<file path="config.mk">
export PLATFORM = sky130hd
export DESIGN_NAME = psram_arbiter_flat
export DESIGN_NICKNAME = d
export VERILOG_FILES = /design/src/rtl/psram_pkg.sv /design/src/rtl/psram_arbiter_if.sv /design/src/rtl/psram_timeout_counter.sv /design/src/rtl/psram_arbiter.sv /design/src/flat_wrapper.sv
export SDC_FILE = /design/constraint.sdc
export NUM_CORES = 1
export LEC_CHECK = 0
export ABC_AREA = 1
export CAP_MARGIN = 20
export CORE_ASPECT_RATIO = 1.5
export CORE_MARGIN = 4
export CORE_UTILIZATION = 46
export CTS_CLUSTER_SIZE = 14
export DETAILED_ROUTE_END_ITERATION = 10
export PLACE_DENSITY = 0.86
export SETUP_SLACK_MARGIN = 0.5
export SLEW_MARGIN = 10
export SYNTH_ARGS = -nofsm -noshare
export SYNTH_HDL_FRONTEND = slang
export SYNTH_HIERARCHICAL = 1
export SYNTH_SLANG_ARGS = --single-unit
</file>
<file path="constraint.sdc">
create_clock -name clk_PSRAM -period 5.41 [get_ports clk_PSRAM]
set_input_delay 0.8115 -clock clk_PSRAM [delete_from_list [all_inputs] [get_ports clk_PSRAM]]
set_output_delay 0.8115 -clock clk_PSRAM [all_outputs]
set_load 0.02 [all_outputs]
</file>
<file path="src/rtl/psram_pkg.sv">
// psram_pkg: shared definitions for the PSRAM arbiter slice.
//   - command codes presented to the PSRAM controller (read_write)
//   - arbiter FSM state encoding
//   - requester port identifiers
//   - default PSRAM address / data widths
//   - rw_legal(): true only for the WRITE and READ command codes
package psram_pkg;

  localparam int unsigned DEFAULT_ADDR_W = 23;
  localparam int unsigned DEFAULT_DATA_W = 16;

  // Controller command codes; 00 doubles as "no command" and 11 is never legal.
  localparam logic [1:0] RW_NOP     = 2'b00;
  localparam logic [1:0] RW_WRITE   = 2'b01;
  localparam logic [1:0] RW_READ    = 2'b10;
  localparam logic [1:0] RW_ILLEGAL = 2'b11;

  typedef enum logic [1:0] {
    ST_IDLE     = 2'b00,
    ST_ISSUE    = 2'b01,
    ST_WAIT_END = 2'b10,
    ST_RELEASE  = 2'b11
  } state_e;

  typedef enum logic {
    PORT_ACQ = 1'b0,
    PORT_RD  = 1'b1
  } port_e;

  function automatic logic rw_legal(input logic [1:0] rw);
    return (rw == RW_WRITE) || (rw == RW_READ);
  endfunction

endpackage

</file>
<file path="src/rtl/psram_arbiter_if.sv">
// psram_arbiter_if: bundles both requester ports and the PSRAM controller
// command/completion signals of the arbiter.
//   Requester side (per port acq = acquisition writer, rd = UART readout):
//     req_*, rw_*, addr_*, wdata_*  request level, command code, address, data
//     gnt_*, done_*                 grant and completion pulses
//     rdata                         read data, valid with done_rd
//   Controller side:
//     quad_start, read_write, address, data_in   command to the controller
//     endcommand, data_out                       completion and read data
//   Status:
//     timeout_err                   sticky abort flag
// Modports: slave = arbiter view, master = requester/controller view.
interface psram_arbiter_if #(
  parameter int unsigned ADDR_W = psram_pkg::DEFAULT_ADDR_W,
  parameter int unsigned DATA_W = psram_pkg::DEFAULT_DATA_W
);

  logic              req_acq;
  logic [1:0]        rw_acq;
  logic [ADDR_W-1:0] addr_acq;
  logic [DATA_W-1:0] wdata_acq;
  logic              gnt_acq;
  logic              done_acq;

  logic              req_rd;
  logic [1:0]        rw_rd;
  logic [ADDR_W-1:0] addr_rd;
  logic [DATA_W-1:0] wdata_rd;
  logic              gnt_rd;
  logic              done_rd;

  logic [DATA_W-1:0] rdata;

  logic              quad_start;
  logic [1:0]        read_write;
  logic [ADDR_W-1:0] address;
  logic [DATA_W-1:0] data_in;
  logic              endcommand;
  logic [DATA_W-1:0] data_out;

  logic              timeout_err;

  modport slave (
    input  req_acq, rw_acq, addr_acq, wdata_acq,
    input  req_rd, rw_rd, addr_rd, wdata_rd,
    input  endcommand, data_out,
    output gnt_acq, done_acq, gnt_rd, done_rd, rdata,
    output quad_start, read_write, address, data_in,
    output timeout_err
  );

  modport master (
    output req_acq, rw_acq, addr_acq, wdata_acq,
    output req_rd, rw_rd, addr_rd, wdata_rd,
    output endcommand, data_out,
    input  gnt_acq, done_acq, gnt_rd, done_rd, rdata,
    input  quad_start, read_write, address, data_in,
    input  timeout_err
  );

endinterface

</file>
<file path="src/rtl/psram_timeout_counter.sv">
// psram_timeout_counter: loadable down-counter guarding the WAIT_END state.
//   clk, rst   clock and asynchronous active-high reset (clears the count)
//   load       reloads the count so that expiry falls on the TIMEOUT-th
//              enabled cycle
//   en         counts down one step per cycle, saturating at zero
//   expired_c  combinational: enabled and count at zero
module psram_timeout_counter #(
  parameter int unsigned TIMEOUT = 1023
) (
  input  logic clk,
  input  logic rst,
  input  logic load,
  input  logic en,
  output logic expired_c
);

  localparam int unsigned CNT_W = (TIMEOUT > 1) ? $clog2(TIMEOUT) : 1;

  logic [CNT_W-1:0] count;

  // Loaded with TIMEOUT-1 so the first enabled cycle is cycle 1 of TIMEOUT.
  always_ff @(posedge clk or posedge rst) begin
    if (rst) begin
      count <= '0;
    end else if (load) begin
      count <= CNT_W'(TIMEOUT - 1);
    end else if (en && (count != '0)) begin
      count <= count - CNT_W'(1);
    end
  end

  assign expired_c = en && (count == '0);

endmodule

</file>
<file path="src/rtl/psram_arbiter.sv">
// psram_arbiter: two-port arbiter in front of a quad-SPI PSRAM controller.
//   clk_PSRAM  84 MHz single clock domain
//   reset      asynchronous active-high reset
//   bus        psram_arbiter_if.slave: requester ports (acq = port 0,
//              rd = port 1), controller command/completion, timeout_err
// FSM: IDLE -> ISSUE -> WAIT_END -> RELEASE -> IDLE. An illegal command
// code goes ISSUE -> RELEASE with a done pulse and no quad_start.
// Optional feature: define ARB_ROUND_ROBIN_EN to let the port not served
// last win simultaneous requests; otherwise acquisition always wins.
module psram_arbiter
  import psram_pkg::*;
#(
  parameter int unsigned ADDR_W  = DEFAULT_ADDR_W,
  parameter int unsigned DATA_W  = DEFAULT_DATA_W,
  parameter int unsigned TIMEOUT = 1023
) (
  input  logic             clk_PSRAM,
  input  logic             reset,
  psram_arbiter_if.slave   bus
);

  state_e state, state_nxt;

  // Registered outputs and their next values
  logic              gnt_acq, gnt_acq_nxt;
  logic              gnt_rd, gnt_rd_nxt;
  logic              done_acq, done_acq_nxt;
  logic              done_rd, done_rd_nxt;
  logic [DATA_W-1:0] rdata, rdata_nxt;
  logic              quad_start, quad_start_nxt;
  logic [1:0]        cmd_rw, cmd_rw_nxt;
  logic [ADDR_W-1:0] cmd_addr, cmd_addr_nxt;
  logic [DATA_W-1:0] cmd_wdata, cmd_wdata_nxt;
  logic              timeout_err, timeout_err_nxt;
  port_e             owner, owner_nxt;

  logic  any_req_c;
  port_e winner_c;
  logic  grant_c;
  logic  tmo_load_c;
  logic  tmo_en_c;
  logic  expired_c;

  assign any_req_c = bus.req_acq || bus.req_rd;
  assign grant_c   = (state == ST_IDLE) && any_req_c;

`ifdef ARB_ROUND_ROBIN_EN
  port_e last_port;

  // Remembers the port granted most recently; reset favours readout next.
  always_ff @(posedge clk_PSRAM or posedge reset) begin
    if (reset) begin
      last_port <= PORT_ACQ;
    end else if (grant_c) begin
      last_port <= winner_c;
    end
  end
`endif

  // Winner selection among pending requests
  always_comb begin
    winner_c = PORT_ACQ;
    if (bus.req_acq && bus.req_rd) begin
`ifdef ARB_ROUND_ROBIN_EN
      winner_c = (last_port == PORT_ACQ) ? PORT_RD : PORT_ACQ;
`else
      winner_c = PORT_ACQ;
`endif
    end else if (bus.req_rd) begin
      winner_c = PORT_RD;
    end
  end

  // WAIT_END watchdog: armed while issuing, counts while waiting
  assign tmo_load_c = (state == ST_ISSUE);
  assign tmo_en_c   = (state == ST_WAIT_END);

  psram_timeout_counter #(
    .TIMEOUT (TIMEOUT)
  ) u_timeout (
    .clk       (clk_PSRAM),
    .rst       (reset),
    .load      (tmo_load_c),
    .en        (tmo_en_c),
    .expired_c (expired_c)
  );

  // State register
  always_ff @(posedge clk_PSRAM or posedge reset) begin
    if (reset) begin
      state <= ST_IDLE;
    end else begin
      state <= state_nxt;
    end
  end

  // Next-state logic
  always_comb begin
    state_nxt = state;
    unique case (state)
      ST_IDLE: begin
        if (any_req_c) state_nxt = ST_ISSUE;
      end
      ST_ISSUE: begin
        state_nxt = rw_legal(cmd_rw) ? ST_WAIT_END : ST_RELEASE;
      end
      ST_WAIT_END: begin
        if (bus.endcommand || expired_c) state_nxt = ST_RELEASE;
      end
      ST_RELEASE: begin
        state_nxt = ST_IDLE;
      end
      default: state_nxt = ST_IDLE;
    endcase
  end

  // Output logic: next values of the registered outputs
  always_comb begin
    gnt_acq_nxt     = 1'b0;
    gnt_rd_nxt      = 1'b0;
    done_acq_nxt    = 1'b0;
    done_rd_nxt     = 1'b0;
    quad_start_nxt  = 1'b0;
    rdata_nxt       = rdata;
    cmd_rw_nxt      = cmd_rw;
    cmd_addr_nxt    = cmd_addr;
    cmd_wdata_nxt   = cmd_wdata;
    timeout_err_nxt = timeout_err;
    owner_nxt       = owner;

    unique case (state)
      ST_IDLE: begin
        if (any_req_c) begin
          owner_nxt = winner_c;
          if (winner_c == PORT_ACQ) begin
            gnt_acq_nxt   = 1'b1;
            cmd_rw_nxt    = bus.rw_acq;
            cmd_addr_nxt  = bus.addr_acq;
            cmd_wdata_nxt = bus.wdata_acq;
          end else begin
            gnt_rd_nxt    = 1'b1;
            cmd_rw_nxt    = bus.rw_rd;
            cmd_addr_nxt  = bus.addr_rd;
            cmd_wdata_nxt = bus.wdata_rd;
          end
        end
      end

      ST_ISSUE: begin
        if (rw_legal(cmd_rw)) begin
          quad_start_nxt = 1'b1;
        end else begin
          // Illegal code: complete straight away without touching the PSRAM
          done_acq_nxt = (owner == PORT_ACQ);
          done_rd_nxt  = (owner == PORT_RD);
          cmd_rw_nxt   = RW_NOP;
        end
      end

      ST_WAIT_END: begin
        // A completion arriving on the expiry cycle still counts as success
        if (bus.endcommand) begin
          done_acq_nxt = (owner == PORT_ACQ);
          done_rd_nxt  = (owner == PORT_RD);
          if (cmd_rw == RW_READ) rdata_nxt = bus.data_out;
          cmd_rw_nxt   = RW_NOP;
        end else if (expired_c) begin
          done_acq_nxt    = (owner == PORT_ACQ);
          done_rd_nxt     = (owner == PORT_RD);
          timeout_err_nxt = 1'b1;
          cmd_rw_nxt      = RW_NOP;
        end
      end

      ST_RELEASE: begin
      end

      default: begin
      end
    endcase
  end

  // Output registers
  always_ff @(posedge clk_PSRAM or posedge reset) begin
    if (reset) begin
      gnt_acq     <= 1'b0;
      gnt_rd      <= 1'b0;
      done_acq    <= 1'b0;
      done_rd     <= 1'b0;
      quad_start  <= 1'b0;
      rdata       <= '0;
      cmd_rw      <= RW_NOP;
      cmd_addr    <= '0;
      cmd_wdata   <= '0;
      timeout_err <= 1'b0;
      owner       <= PORT_ACQ;
    end else begin
      gnt_acq     <= gnt_acq_nxt;
      gnt_rd      <= gnt_rd_nxt;
      done_acq    <= done_acq_nxt;
      done_rd     <= done_rd_nxt;
      quad_start  <= quad_start_nxt;
      rdata       <= rdata_nxt;
      cmd_rw      <= cmd_rw_nxt;
      cmd_addr    <= cmd_addr_nxt;
      cmd_wdata   <= cmd_wdata_nxt;
      timeout_err <= timeout_err_nxt;
      owner       <= owner_nxt;
    end
  end

  assign bus.gnt_acq     = gnt_acq;
  assign bus.gnt_rd      = gnt_rd;
  assign bus.done_acq    = done_acq;
  assign bus.done_rd     = done_rd;
  assign bus.rdata       = rdata;
  assign bus.quad_start  = quad_start;
  assign bus.read_write  = cmd_rw;
  assign bus.address     = cmd_addr;
  assign bus.data_in     = cmd_wdata;
  assign bus.timeout_err = timeout_err;

endmodule
</file>
<file path="src/flat_wrapper.sv">
// flat-port wrapper written by rule: the top's interface ports become plain ports
module psram_arbiter_flat import psram_pkg::*;
#(
  parameter int unsigned ADDR_W  = DEFAULT_ADDR_W,
  parameter int unsigned DATA_W  = DEFAULT_DATA_W,
  parameter int unsigned TIMEOUT = 1023
)
  (clk_PSRAM, reset, bus_req_acq, bus_rw_acq, bus_addr_acq, bus_wdata_acq, bus_req_rd, bus_rw_rd, bus_addr_rd, bus_wdata_rd, bus_endcommand, bus_data_out, bus_gnt_acq, bus_done_acq, bus_gnt_rd, bus_done_rd, bus_rdata, bus_quad_start, bus_read_write, bus_address, bus_data_in, bus_timeout_err);
  psram_arbiter_if #(.ADDR_W(ADDR_W), .DATA_W(DATA_W)) bus_i ();
  input  logic clk_PSRAM;
  input  logic reset;
  input wire logic [$bits(bus_i.req_acq)-1:0] bus_req_acq;
  input wire logic [$bits(bus_i.rw_acq)-1:0] bus_rw_acq;
  input wire logic [$bits(bus_i.addr_acq)-1:0] bus_addr_acq;
  input wire logic [$bits(bus_i.wdata_acq)-1:0] bus_wdata_acq;
  input wire logic [$bits(bus_i.req_rd)-1:0] bus_req_rd;
  input wire logic [$bits(bus_i.rw_rd)-1:0] bus_rw_rd;
  input wire logic [$bits(bus_i.addr_rd)-1:0] bus_addr_rd;
  input wire logic [$bits(bus_i.wdata_rd)-1:0] bus_wdata_rd;
  input wire logic [$bits(bus_i.endcommand)-1:0] bus_endcommand;
  input wire logic [$bits(bus_i.data_out)-1:0] bus_data_out;
  output wire logic [$bits(bus_i.gnt_acq)-1:0] bus_gnt_acq;
  output wire logic [$bits(bus_i.done_acq)-1:0] bus_done_acq;
  output wire logic [$bits(bus_i.gnt_rd)-1:0] bus_gnt_rd;
  output wire logic [$bits(bus_i.done_rd)-1:0] bus_done_rd;
  output wire logic [$bits(bus_i.rdata)-1:0] bus_rdata;
  output wire logic [$bits(bus_i.quad_start)-1:0] bus_quad_start;
  output wire logic [$bits(bus_i.read_write)-1:0] bus_read_write;
  output wire logic [$bits(bus_i.address)-1:0] bus_address;
  output wire logic [$bits(bus_i.data_in)-1:0] bus_data_in;
  output wire logic [$bits(bus_i.timeout_err)-1:0] bus_timeout_err;
  assign bus_i.req_acq = bus_req_acq;
  assign bus_i.rw_acq = bus_rw_acq;
  assign bus_i.addr_acq = bus_addr_acq;
  assign bus_i.wdata_acq = bus_wdata_acq;
  assign bus_i.req_rd = bus_req_rd;
  assign bus_i.rw_rd = bus_rw_rd;
  assign bus_i.addr_rd = bus_addr_rd;
  assign bus_i.wdata_rd = bus_wdata_rd;
  assign bus_i.endcommand = bus_endcommand;
  assign bus_i.data_out = bus_data_out;
  assign bus_gnt_acq = bus_i.gnt_acq;
  assign bus_done_acq = bus_i.done_acq;
  assign bus_gnt_rd = bus_i.gnt_rd;
  assign bus_done_rd = bus_i.done_rd;
  assign bus_rdata = bus_i.rdata;
  assign bus_quad_start = bus_i.quad_start;
  assign bus_read_write = bus_i.read_write;
  assign bus_address = bus_i.address;
  assign bus_data_in = bus_i.data_in;
  assign bus_timeout_err = bus_i.timeout_err;
  psram_arbiter #(.ADDR_W(ADDR_W), .DATA_W(DATA_W), .TIMEOUT(TIMEOUT)) u_core (.clk_PSRAM(clk_PSRAM), .reset(reset), .bus(bus_i));
endmodule
</file>
==> reports/metrics.cfg <==
[run_status]
status=finished, final reports clean

[place]
dp_cells=778
portBuffers=165
dp_slack_ns=2.76
place_congestion=0.861

[clock_tree]
cts_resized=0
holdBufCountCts=0
clock-sinks=76
cts_buffers=9
insertion_delay_ns=0.33
cts_tree=done
cts.path.max_buffers=2

[final_layout]
n_antenna_cell=0
layout_top_cells=nand2_1 (289), clkdlybuf4s50_1 (165), dfrtp_1 (76), inv_1 (41), o21ai_0 (21)
final_cells=794
final_nets=794
combGateArea_um2=1660

[final_timing]
max_slew_margin_pct=37.8
tns_ns=0
fin_ws_ns=3.08
slew_viol_final=0
rsz0062_at_grt=no

[grt]
grt_first_pass_wirelength_um=17400
grt_use_total_pct=22.8
grt_pass1_vias=3926
grt-busiest-layer=met2
grt.overflow.total=0

[floorplan]
num_rows=40
boundaryPins=166
dieWidth_um=82.6

[pwr]
p_seq_uw=994
seq_power_share_pct=31.1
power_frac_clock_pct=19.8

[routing]
wl_per_cell_um=13.5
wl_met2_um=5750
highest-signal-layer=met4

[critical_path]
reg2reg_from=u_core/state[0]
cp_max_fo=40
crit_required_ns=5.63
r2r-end=u_core/bus.rdata[2]
cp-start-kind=input pin
crit_arrival_ns=2.54
worstSetupPathType=in -> reg
endpoint_kind=flip-flop

[worst_hold_path]
hold_path_end=u_core/bus.done_acq
min_path_cells=1

[synth]
ys_seq_elements=76
synth.net_count=635
topCellsByArea=dfrtp_1 (50%), nand2_1 (28%), inv_1 (4.1%)
yosysTopAreaCell=dfrtp_1

[run]
maxCapViolCount=0

area by class of cell:
cell class,count,share of cell area [%]
inverter,45,2.87
timing repair buffer,169,28.9
multi-input combinational,383,28.3
clock buffer,11,4.13
tap,105,2.23
sequential,76,32.3
clock inverter,5,1.28
worst max-delay path, stage by stage:
cell             delay (ns)
clkdlybuf4s50_1        0.52
o21ai_2                0.18
buf_4                  0.38
inv_2                  0.38
nand2_1                0.18
nand2_1                0.07
sequential cells by signal, indices dropped and copies added, names as in the netlist, 2 cells and up:
signal,count
u_core/bus.address,23
u_core/bus.data_in,16
u_core/bus.rdata,16
u_core/bus.read_write,2
u_core/state,2
u_core/u_timeout/count,10
flops_by_reg.png
The bar under the picture is 20 µm long. Other sequential cells in the stronger gray, the rest of the logic in the fainter gray.
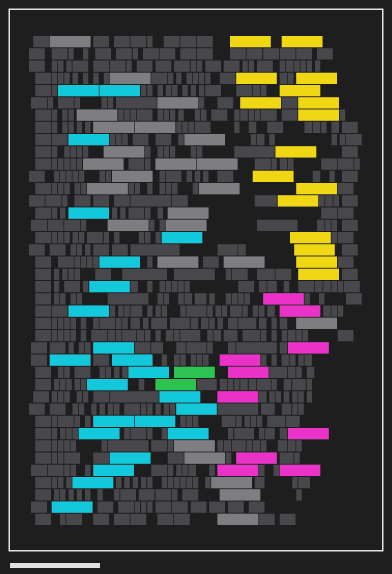
- green: `u_core/state` (sequential cells 2)
- cyan: `u_core/bus.address` (sequential cells 23)
- magenta: `u_core/u_timeout/count` (sequential cells 10)
- yellow: `u_core/bus.rdata` (sequential cells 16)

sizes.png
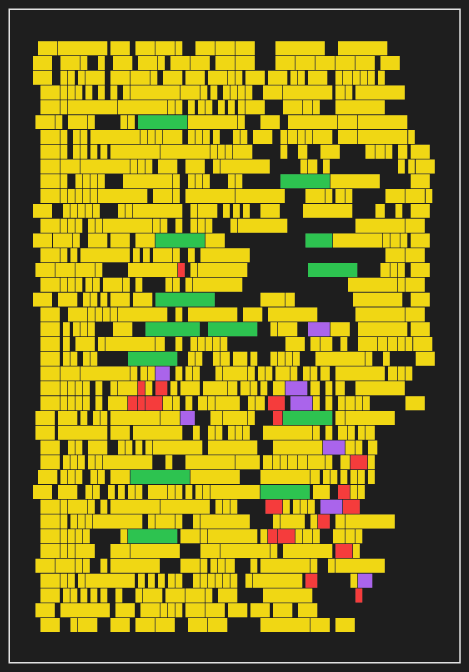
- green: _6 and larger (cells 13; share 1.9%)
- purple: _3 and _4 cells (cells 8; share 1.2%)
- red: _2 cells (cells 18; share 2.6%)
- yellow: _0 and _1 cells (cells 650; share 94%)

metal_density.png
17 x 24 tiles, from dark blue (low) to red (high), scaled to the fullest tile. Values are wire area over tile area, all layers added.
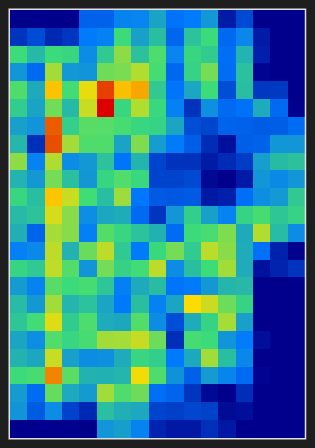
- nearly empty tiles: 13%
- tiles over half the peak: 21%
- densest ninth of the die: middle left
- mean over tiles: 0.18
- fullest tile: 0.54

